`src/rtl/eer_pkg.sv`:
```
// rtl/eer_pkg.sv - shared types and constants for the EER-RL receive path
package eer_pkg;

  localparam int WORD_WIDTH = 16;
  localparam int MEM_WIDTH  = 8;
  localparam int MEM_DEPTH  = 2048;
  localparam int ADDR_WIDTH = $clog2(MEM_DEPTH);

  localparam logic [15:0] HOPS_UNREACHABLE = 16'hFFFF;
  localparam logic [15:0] HOPS_MAX         = 16'hFFFE;

  // Byte counts read per packet: the header word is always fetched with
  // one body word, announcements need three body words.
  localparam logic [3:0] LEN_SHORT    = 4'd4;
  localparam logic [3:0] LEN_ANNOUNCE = 4'd8;

  typedef enum logic [7:0] {
    PKT_HEARTBEAT   = 8'h01,
    PKT_CH_ANNOUNCE = 8'h02
  } pkt_type_e;

  typedef enum logic [2:0] {
    ST_IDLE,
    ST_FETCH_HDR,
    ST_FETCH_BODY,
    ST_EMIT,
    ST_FINISH
  } parser_state_e;

  // Hop count seen from this node: one more than the sender, never reaching
  // the unreachable marker.
  function automatic logic [15:0] hops_next(input logic [15:0] sender);
    return (sender >= HOPS_MAX) ? HOPS_MAX : sender + 16'd1;
  endfunction

endpackage

```
`src/rtl/pkt_word_fetch.sv`:
```
// rtl/pkt_word_fetch.sv - pipelined byte reads with address wrap, big-endian word assembly
module pkt_word_fetch
  import eer_pkg::*;
#(
  parameter int MEM_WIDTH  = 8,
  parameter int MEM_DEPTH  = 2048,
  parameter int ADDR_WIDTH = $clog2(MEM_DEPTH)
) (
  input  logic                   clk,
  input  logic                   nrst,
  input  logic                   start_i,
  input  logic [ADDR_WIDTH-1:0]  base_addr_i,
  input  logic [3:0]             len_i,
  output logic [ADDR_WIDTH-1:0]  mem_addr_o,
  output logic                   mem_ren_o,
  input  logic [MEM_WIDTH-1:0]   mem_rdata_i,
  output logic [2*MEM_WIDTH-1:0] word_o,
  output logic                   word_valid_o
);

  logic [ADDR_WIDTH-1:0]  addr_q;
  logic                   ren_q;
  logic [3:0]             issued_q;
  logic                   rvalid_q;
  logic                   phase_q;
  logic [MEM_WIDTH-1:0]   hi_q;
  logic [2*MEM_WIDTH-1:0] word_q;
  logic                   word_valid_q;

  // Issue one byte address per cycle until len_i bytes are out; len_i may
  // grow while reading once the header type is known.
  always_ff @(posedge clk or negedge nrst) begin
    if (!nrst) begin
      addr_q   <= '0;
      ren_q    <= 1'b0;
      issued_q <= 4'd0;
    end else if (start_i) begin
      addr_q   <= base_addr_i;
      ren_q    <= 1'b1;
      issued_q <= 4'd1;
    end else if (ren_q) begin
      if (issued_q < len_i) begin
        addr_q   <= (addr_q == ADDR_WIDTH'(MEM_DEPTH - 1)) ? '0 : addr_q + ADDR_WIDTH'(1);
        issued_q <= issued_q + 4'd1;
      end else begin
        ren_q <= 1'b0;
      end
    end
  end

  // Track read latency and pair bytes MSB-first; a restart discards any
  // reads still in flight from the previous packet.
  always_ff @(posedge clk or negedge nrst) begin
    if (!nrst) begin
      rvalid_q     <= 1'b0;
      phase_q      <= 1'b0;
      hi_q         <= '0;
      word_q       <= '0;
      word_valid_q <= 1'b0;
    end else begin
      word_valid_q <= 1'b0;
      if (start_i) begin
        rvalid_q <= 1'b0;
        phase_q  <= 1'b0;
      end else begin
        rvalid_q <= ren_q;
        if (rvalid_q) begin
          if (!phase_q) begin
            hi_q    <= mem_rdata_i;
            phase_q <= 1'b1;
          end else begin
            word_q       <= {hi_q, mem_rdata_i};
            word_valid_q <= 1'b1;
            phase_q      <= 1'b0;
          end
        end
      end
    end
  end

  assign mem_addr_o   = addr_q;
  assign mem_ren_o    = ren_q;
  assign word_o       = word_q;
  assign word_valid_o = word_valid_q;

endmodule

```
`src/rtl/rx_pkt_parser.sv`:
```
// rtl/rx_pkt_parser.sv - decodes heartbeat / CH announcement packets for the known-CH tracker
module rx_pkt_parser
  import eer_pkg::*;
#(
  parameter int WORD_WIDTH = 16,
  parameter int MEM_WIDTH  = 8,
  parameter int MEM_DEPTH  = 2048,
  parameter int ADDR_WIDTH = $clog2(MEM_DEPTH)
) (
  input  logic                  clk,
  input  logic                  nrst,
  input  logic                  start,
  input  logic [ADDR_WIDTH-1:0] base_addr,
  output logic [ADDR_WIDTH-1:0] mem_addr,
  output logic                  mem_ren,
  input  logic [MEM_WIDTH-1:0]  mem_rdata,
  output logic                  en_KCH,
  output logic                  HB_reset,
  output logic [WORD_WIDTH-1:0] HB_CHlimit,
  output logic [WORD_WIDTH-1:0] fCH_ID,
  output logic [WORD_WIDTH-1:0] fCH_Hops,
  output logic [WORD_WIDTH-1:0] fCH_QValue,
  output logic                  busy,
  output logic                  done,
  output logic                  pkt_err
);

  parser_state_e         state_q;
  logic [3:0]            len_q;
  logic [3:0]            cnt_q;
  logic [1:0]            widx_q;
  logic                  is_ann_q;
  logic [WORD_WIDTH-1:0] id_q;
  logic [WORD_WIDTH-1:0] hops_q;
  logic                  en_kch_q;
  logic                  hb_reset_q;
  logic [WORD_WIDTH-1:0] hb_limit_q;
  logic [WORD_WIDTH-1:0] fch_id_q;
  logic [WORD_WIDTH-1:0] fch_hops_q;
  logic [WORD_WIDTH-1:0] fch_q_q;
  logic                  busy_q;
  logic                  done_q;
  logic                  err_q;

  logic                  fetch_start;
  logic [3:0]            fetch_len;
  logic [WORD_WIDTH-1:0] word;
  logic                  word_valid;

  // The done cycle (FINISH) already counts as not busy, so a new start is
  // taken there as well as in IDLE.
  assign fetch_start = start && (state_q == ST_IDLE || state_q == ST_FINISH);

  // Keep reading past the header only once it is known to be an announcement.
  always_comb begin
    fetch_len = len_q;
    if (state_q == ST_FETCH_HDR) begin
      fetch_len = (word_valid && word[15:8] == PKT_CH_ANNOUNCE) ? LEN_ANNOUNCE : LEN_SHORT;
    end
  end

  pkt_word_fetch #(
    .MEM_WIDTH  (MEM_WIDTH),
    .MEM_DEPTH  (MEM_DEPTH),
    .ADDR_WIDTH (ADDR_WIDTH)
  ) u_fetch (
    .clk          (clk),
    .nrst         (nrst),
    .start_i      (fetch_start),
    .base_addr_i  (base_addr),
    .len_i        (fetch_len),
    .mem_addr_o   (mem_addr),
    .mem_ren_o    (mem_ren),
    .mem_rdata_i  (mem_rdata),
    .word_o       (word),
    .word_valid_o (word_valid)
  );

  // Parser FSM: decode header, collect body words, then load outputs with
  // their strobe in a single edge.
  always_ff @(posedge clk or negedge nrst) begin
    if (!nrst) begin
      state_q    <= ST_IDLE;
      len_q      <= LEN_SHORT;
      cnt_q      <= 4'd0;
      widx_q     <= 2'd1;
      is_ann_q   <= 1'b0;
      id_q       <= '0;
      hops_q     <= '0;
      en_kch_q   <= 1'b0;
      hb_reset_q <= 1'b0;
      hb_limit_q <= '0;
      fch_id_q   <= '0;
      fch_hops_q <= HOPS_UNREACHABLE;
      fch_q_q    <= '0;
      busy_q     <= 1'b0;
      done_q     <= 1'b0;
      err_q      <= 1'b0;
    end else begin
      en_kch_q   <= 1'b0;
      hb_reset_q <= 1'b0;
      done_q     <= 1'b0;
      case (state_q)
        ST_IDLE, ST_FINISH: begin
          if (start) begin
            state_q <= ST_FETCH_HDR;
            busy_q  <= 1'b1;
            err_q   <= 1'b0;
            cnt_q   <= 4'd0;
            widx_q  <= 2'd1;
          end else begin
            state_q <= ST_IDLE;
          end
        end
        ST_FETCH_HDR: begin
          cnt_q <= cnt_q + 4'd1;
          if (word_valid) begin
            if (word[15:8] == PKT_HEARTBEAT) begin
              len_q    <= LEN_SHORT;
              is_ann_q <= 1'b0;
              state_q  <= ST_FETCH_BODY;
            end else if (word[15:8] == PKT_CH_ANNOUNCE) begin
              len_q    <= LEN_ANNOUNCE;
              is_ann_q <= 1'b1;
              state_q  <= ST_FETCH_BODY;
            end else begin
              done_q  <= 1'b1;
              err_q   <= 1'b1;
              busy_q  <= 1'b0;
              state_q <= ST_FINISH;
            end
          end
        end
        ST_FETCH_BODY: begin
          cnt_q <= cnt_q + 4'd1;
          if (word_valid) begin
            if (widx_q == 2'd1) id_q <= word;
            else                hops_q <= word;
            widx_q <= widx_q + 2'd1;
          end
          // cnt_q counts edges since start; it equals the packet length on
          // the edge capturing the final byte.
          if (cnt_q == len_q) state_q <= ST_EMIT;
        end
        ST_EMIT: begin
          busy_q  <= 1'b0;
          done_q  <= 1'b1;
          state_q <= ST_FINISH;
          if (is_ann_q) begin
            if (hops_q == HOPS_UNREACHABLE) begin
              err_q <= 1'b1;
            end else begin
              en_kch_q   <= 1'b1;
              fch_id_q   <= id_q;
              fch_hops_q <= hops_next(hops_q);
              fch_q_q    <= word;
            end
          end else begin
            hb_reset_q <= 1'b1;
            hb_limit_q <= word;
          end
        end
        default: state_q <= ST_IDLE;
      endcase
    end
  end

  assign en_KCH     = en_kch_q;
  assign HB_reset   = hb_reset_q;
  assign HB_CHlimit = hb_limit_q;
  assign fCH_ID     = fch_id_q;
  assign fCH_Hops   = fch_hops_q;
  assign fCH_QValue = fch_q_q;
  assign busy       = busy_q;
  assign done       = done_q;
  assign pkt_err    = err_q;

endmodule

```
`config.mk`:
```
export PLATFORM = sky130hd
export DESIGN_NAME = rx_pkt_parser
export DESIGN_NICKNAME = d
export VERILOG_FILES = /design/src/rtl/eer_pkg.sv /design/src/rtl/pkt_word_fetch.sv /design/src/rtl/rx_pkt_parser.sv
export SDC_FILE = /design/constraint.sdc
export NUM_CORES = 1
export LEC_CHECK = 0
export ABC_CLOCK_PERIOD_IN_PS = 6200
export CORE_MARGIN = 2
export CORE_UTILIZATION = 50
export DETAILED_ROUTE_END_ITERATION = 16
export GPL_TIMING_DRIVEN = 0
export PLACE_DENSITY = 0.83
export SLEW_MARGIN = 10
export SYNTH_ARGS = -nofsm -noshare
export SYNTH_HDL_FRONTEND = slang
export SYNTH_SLANG_ARGS = --single-unit
```
`constraint.sdc`:
```
create_clock -name clk -period 6.2 [get_ports clk]
set_input_delay 0.62 -clock clk [delete_from_list [all_inputs] [get_ports clk]]
set_output_delay 0.62 -clock clk [all_outputs]
set_load 0.01 [all_outputs]
```
run_1/clocks.png
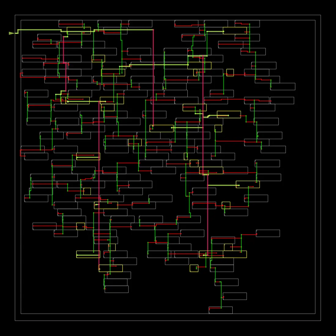
clock sinks: 155
CLK BUF: 22
clock latency on the worst-skew pair: 0.43 ns
number of clock buffers inserted by TritonCTS: 17
Flops: 155

run_1/wires.png
Bar = 20 um. Only two layers are drawn.
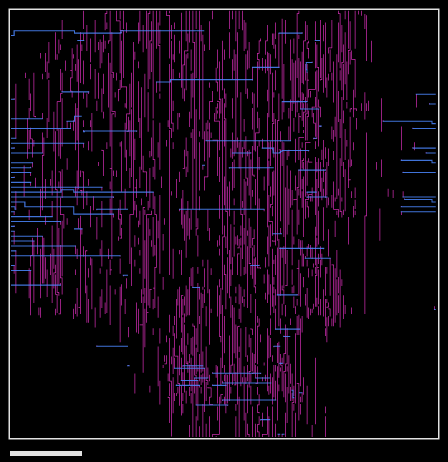
metal 3 -> blue  # wire length 804 um
metal 2 -> magenta  # wire length 7020 um
final wirelength: 14800 um
aggregate global-route resource usage: 0.219

==> flow_summary.rst, run 1 <==
Physical design figures
=======================

.. list-table::
   :header-rows: 1

   * - Metric
     - Value
   * - Minimum clock period after layout
     - 3.64 ns
   * - Critical setup path kind
     - reg -> reg
   * - Clock transition at path regs
     - 0.06 ns
   * - Critical Path Start Type
     - register
   * - Highest-power group
     - sequential cells
   * - Synthesized-area fraction occupied by ao, oa, aoi and oai cells
     - 0.0655
   * - Share of the yosys chip area belonging to registers
     - 0.590
   * - Cell types with the largest area share after synthesis
     - dfrtp_1 52%, mux2_2 18%, dfstp_2 7.2%, nor2_1 2.6%, xor2_1 2.1%
   * - Pre-CTS setup slack
     - 2.60 ns
   * - Clock network power
     - 968 uW
   * - Top-Level Pins
     - 103
   * - Count of library flops with an enable pin
     - 0
   * - Antenna violations before repair
     - 0
   * - Initial core utilization
     - 0.505
   * - Post-route clock period utilization
     - 0.588
   * - Synthesized Nets
     - 549
   * - Floorplan die area
     - 0.0142 sq mm
   * - Worst-path cell chain
     - nor4_1 > and4_1 > inv_1 > o32a_1 > ha_1 > and4b_1 > nand4_1 > nand2_4 > or4_1 > a31oi_1
   * - RSZ-0062 raised after global routing
     - no
   * - Clock-cell share of area
     - 0.0656
   * - Data required time of the worst path
     - 6.54 ns
   * - Final ANT Viol Nets
     - 0
   * - Inverter count
     - 13
   * - Reported sequential group power
     - 1500 uW
   * - Family of cells with the greatest summed delay on the critical path
     - simple AND/OR/NAND/NOR gates
   * - Multi-input gate share of the layout cell area
     - 0.304
   * - Wire length of the first global-routing pass
     - 24200 um
   * - Switching power total
     - 1100 uW
   * - Largest net degree at the start of global routing
     - 88
   * - Horizontal die dimension
     - 119 um
   * - Synthesis-to-layout area growth
     - 27.6%
   * - Number of post-CTS setup repair buffers
     - 0
   * - Fraction of standard cell area that is sequential
     - 0.462
   * - Max Buffers Root-to-Sink
     - 2
   * - Post-synth top area share
     - 0.519
   * - Peak supply drop
     - 213 uV
   * - Count of buffers inserted at the top-level ports
     - 102
   * - CTS tree
     - yes
   * - Reported leakage power
     - 0.00373 uW
   * - Final cell area excluding filler cells
     - 0.00844 sq mm
   * - Logic area
     - 0.00257 sq mm
   * - Number of logic gates
     - 331
   * - Mux share
     - 0.177
   * - Grt total ovfl
     - 0
   * - Slew Limit Headroom
     - 0.361
   * - Most popular library cell in the synthesized design by count
     - dfrtp_1
   * - Run status
     - completed
   * - Post-cts sizing count
     - 0
   * - Most common cell after layout, fill and taps aside
     - dfrtp_1
   * - Seq cells post-synth
     - 155
   * - First-pass DRT Iterations
     - 6
   * - Area after detailed placement
     - 0.00788 sq mm
   * - Internal power
     - 2320 uW
   * - Final setup skew
     - 0.0146 ns
   * - Synth Warn #
     - 0
   * - Fraction of registers with async set or reset after synthesis
     - 1.00
   * - Power of the combinational group
     - 951 uW
   * - Power per cell area
     - 405 mW/mm^2
   * - Cell class ranked first by area
     - sequential cells
   * - Overall die height
     - 119 um
run_1/placement_by_type.png
Fill, decap, tap and diode cells in grey.
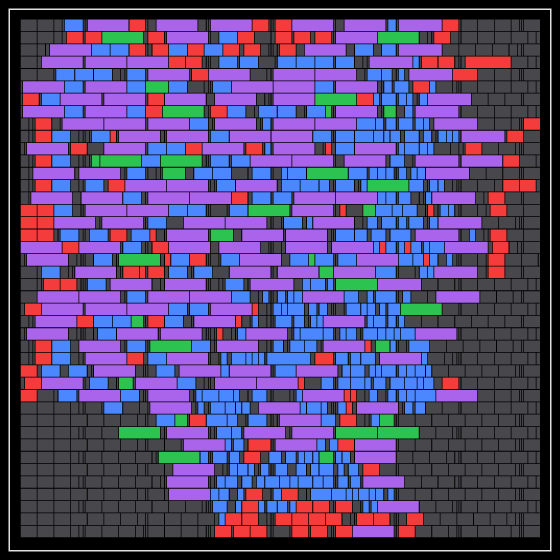
combinational and other logic -> blue  # cells 344, share of their area 32%
clock drivers and dummy loads -> green  # cells 32, share of their area 6.7%
sequential cells -> purple  # cells 155, share of their area 47%
remaining buffers and delay cells -> red  # cells 123, share of their area 14%
number of rows in the core area: 42
post-route core utilization: 0.645

==> run 1: path summary, 6_finish.rpt <==
path / from / to / slack (ns) / cells past startpoint
worst max-delay path: u_fetch.word_o[10] / u_fetch.mem_addr_o[7] / 2.56 / 10
worst min-delay path: nrst / id_q[14] / 0.14 / 1
worst max register to register: u_fetch.word_o[10] / u_fetch.mem_addr_o[7] / 2.56 / 10
worst min register to register: fCH_Hops[0] / fCH_Hops[0] / 0.47 / 2
max in group asynchronous: nrst / widx_q[0] / 5.30 / 2
min in group clk: fCH_Hops[0] / fCH_Hops[0] / 0.47 / 2
==> run 1: layer usage <==
layer  vias to the layer above  track usage  share of wire
met5                         -            0              0
met4                         0        0.100          0.024
met1                      2298        0.289           0.45
li1                       2094            -              -
met2                       127        0.343           0.47
met3                        30       0.0570          0.054
## Run 2: what changed since run 1
--- a/config.mk
+++ b/config.mk
@@ -5,7 +5,7 @@
 export SDC_FILE = /design/constraint.sdc
 export NUM_CORES = 1
 export LEC_CHECK = 0
-export ABC_CLOCK_PERIOD_IN_PS = 6200
+export ABC_CLOCK_PERIOD_IN_PS = 3700
 export CORE_MARGIN = 2
 export CORE_UTILIZATION = 50
 export DETAILED_ROUTE_END_ITERATION = 16
==> constraint.sdc (replaced) <==
create_clock -name clk -period 3.7 [get_ports clk]
set_input_delay 0.37 -clock clk [delete_from_list [all_inputs] [get_ports clk]]
set_output_delay 0.37 -clock clk [all_outputs]
set_load 0.01 [all_outputs]
run_2/clocks.png
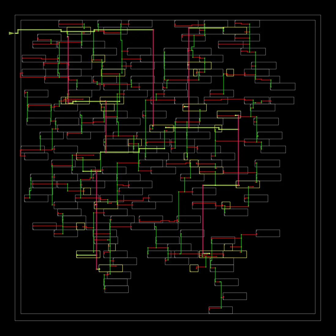
final setup skew: 0.00844 ns
clock network power: 1620 uW

run_2/clk_routes.png
Bar = 20 um.
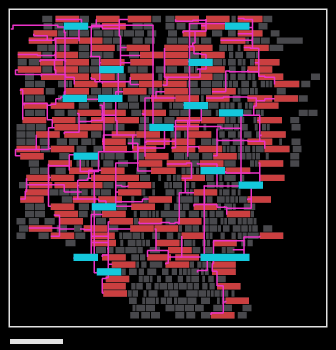
flip-flops -> red  # count 155
clock wires -> magenta  # length 1760 um
clock drivers -> cyan  # count 17
flops lie = all over the die
part of the total power dissipated in the clock network: 0.283

run_2/layer_met1.png
Bar = 20 um. Cells faint in the background.
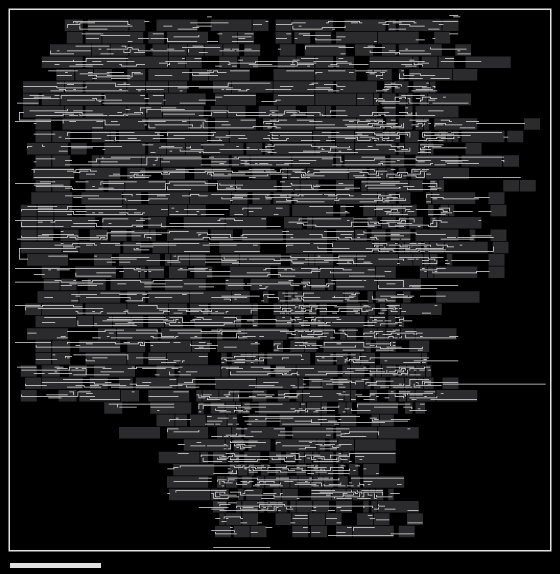
longest straight run = 28.1 um
nets with wire on the layer = 612

==> run 2 against run 1 <==
Against the previous run:
- die area unchanged
- sequential cell count unchanged
- combinational power grew 68%
- final cell count is 0.36% higher
- register-to-register slack got worse by 2.3 ns
- final area up 0.37%
- via count increased by 0.37%
- non-clock buffer count increased by 3
- utilization is 0.24 points higher
- critical path type unchanged
- largest power group unchanged
==> flow_summary.rst, run 2 <==
Physical design figures
=======================

.. list-table::
   :header-rows: 1

   * - Metric
     - Value
   * - Cell types with the largest area share after synthesis
     - dfrtp_1 52%, mux2_2 18%, dfstp_2 7.2%, nor2_1 2.6%, xor2_1 2.1% (unchanged)
   * - Crit path depth
     - 9 (was 10)
   * - Final ANT Viol Nets
     - 0 (unchanged)
   * - Area after detailed placement
     - 0.00788 sq mm (unchanged)
   * - Count of library flops with an enable pin
     - 0 (unchanged)
   * - Critical setup path kind
     - reg -> reg (unchanged)
   * - Fraction of standard cell area that is sequential
     - 0.461 (was 0.462)
   * - Worst hold endpoint
     - fCH_Hops[0]
   * - Setup slack of the most critical reg-to-reg path
     - 0.21 ns (was 2.56 ns)
   * - Count of buffers inserted at the top-level ports
     - 102 (unchanged)
   * - Synthesized Nets
     - 549 (unchanged)
   * - Number of logic gates
     - 331 (unchanged)
   * - Internal power
     - 3880 uW (was 2320 uW)
   * - Clock-cell share of area
     - 0.0653 (was 0.0656)
   * - Peak supply drop
     - 356 uV (was 213 uV)
   * - Logic area
     - 0.00257 sq mm (about the same)
   * - Final cell area excluding filler cells
     - 0.00847 sq mm (was 0.00844 sq mm)
   * - Worst-path cell chain
     - nor4_2 > and4_1 > inv_1 > o32a_1 > ha_1 > a311oi_4 > nand2_4 > or4_1 > a31oi_1 (was nor4_1 > and4_1 > inv_1 > o32a_1 > ha_1 > and4b_1 > nand4_1 > nand2_4 > or4_1 > a31oi_1)
   * - Antenna violations before repair
     - 0 (unchanged)
   * - Reported leakage power
     - 0.00374 uW (was 0.00373 uW)
   * - Flops
     - 155 (unchanged)
   * - CLK BUF
     - 22 (unchanged)
   * - Number of rows in the core area
     - 42 (unchanged)
   * - RSZ-0062 raised after global routing
     - no (unchanged)
   * - Post-cts sizing count
     - 0 (unchanged)
   * - FF-to-FF End
     - u_fetch.mem_addr_o[7] (unchanged)
   * - Post-route clock period utilization
     - 0.944 (was 0.588)
   * - Final wirelength
     - 14900 um (was 14800 um)
   * - Cell class ranked first by area
     - sequential cells (unchanged)
   * - Switching power total
     - 1850 uW (was 1100 uW)
   * - Slew Limit Headroom
     - 0.354 (was 0.361)
   * - Worst Min Path Start
     - fCH_Hops[0]
   * - Number of clock buffers inserted by TritonCTS
     - 17 (unchanged)
   * - Number of cells on the worst hold path
     - 2
   * - Max Buffers Root-to-Sink
     - 2 (unchanged)
   * - Floorplan die area
     - 0.0142 sq mm (unchanged)
   * - Synth Warn #
     - 0 (unchanged)
   * - Post-route core utilization
     - 0.647 (was 0.645)
   * - Inverter count
     - 13 (unchanged)
   * - Wire length of the first global-routing pass
     - 24200 um (unchanged)
   * - Run status
     - completed (unchanged)
   * - Seq cells post-synth
     - 155 (unchanged)
   * - Largest net degree at the start of global routing
     - 88 (unchanged)
   * - Setup crit start
     - u_fetch.word_o[10] (unchanged)
   * - End point of the critical path
     - u_fetch.mem_addr_o[7] (unchanged)
   * - Clock transition at path regs
     - 0.06 ns (about the same)
   * - CTS tree
     - yes (unchanged)
   * - Data required time of the worst path
     - 4.04 ns (was 6.54 ns)
   * - Number of post-CTS setup repair buffers
     - 0 (unchanged)
   * - Fraction of registers with async set or reset after synthesis
     - 1.00 (unchanged)
   * - Reg2reg start
     - u_fetch.word_o[10] (unchanged)
   * - Grt total ovfl
     - 0 (unchanged)
   * - Power per cell area
     - 677 mW/mm^2 (was 405 mW/mm^2)
   * - Critical Path Start Type
     - register (unchanged)
-- run 2: cell counts after synthesis --
Identical to the previous run, type by type.
-- run 2: metal layers --
layer / track usage / part of all wire / vias to the layer above / routed length [um]
li1: - / - / 2097 / -
met1: 0.289 / 0.45 / 2314 / 6700
met2: 0.343 / 0.47 / 120 / 7070
met3: 0.0570 / 0.052 / 35 / 773
met4: 0.100 / 0.026 / 0 / 383
met5: 0 / 0 / - / 0
-- run 2: cell families (layout without fill, tap and decap cells) --
kind of cell,after synthesis,after routing,share of synthesized area
buffers and inverters,33,171,0.0214
DFF,155,155,0.590
and+or+nand+nor,126,126,0.0988
AOI/OAI and AO/OA,69,69,0.0655
xor gates and xnor gates,24,24,0.0318
muxes,104,104,0.177
adders and majority gates,8,8,0.0151
No activity file was given, so power comes from the tool's default toggle rates.
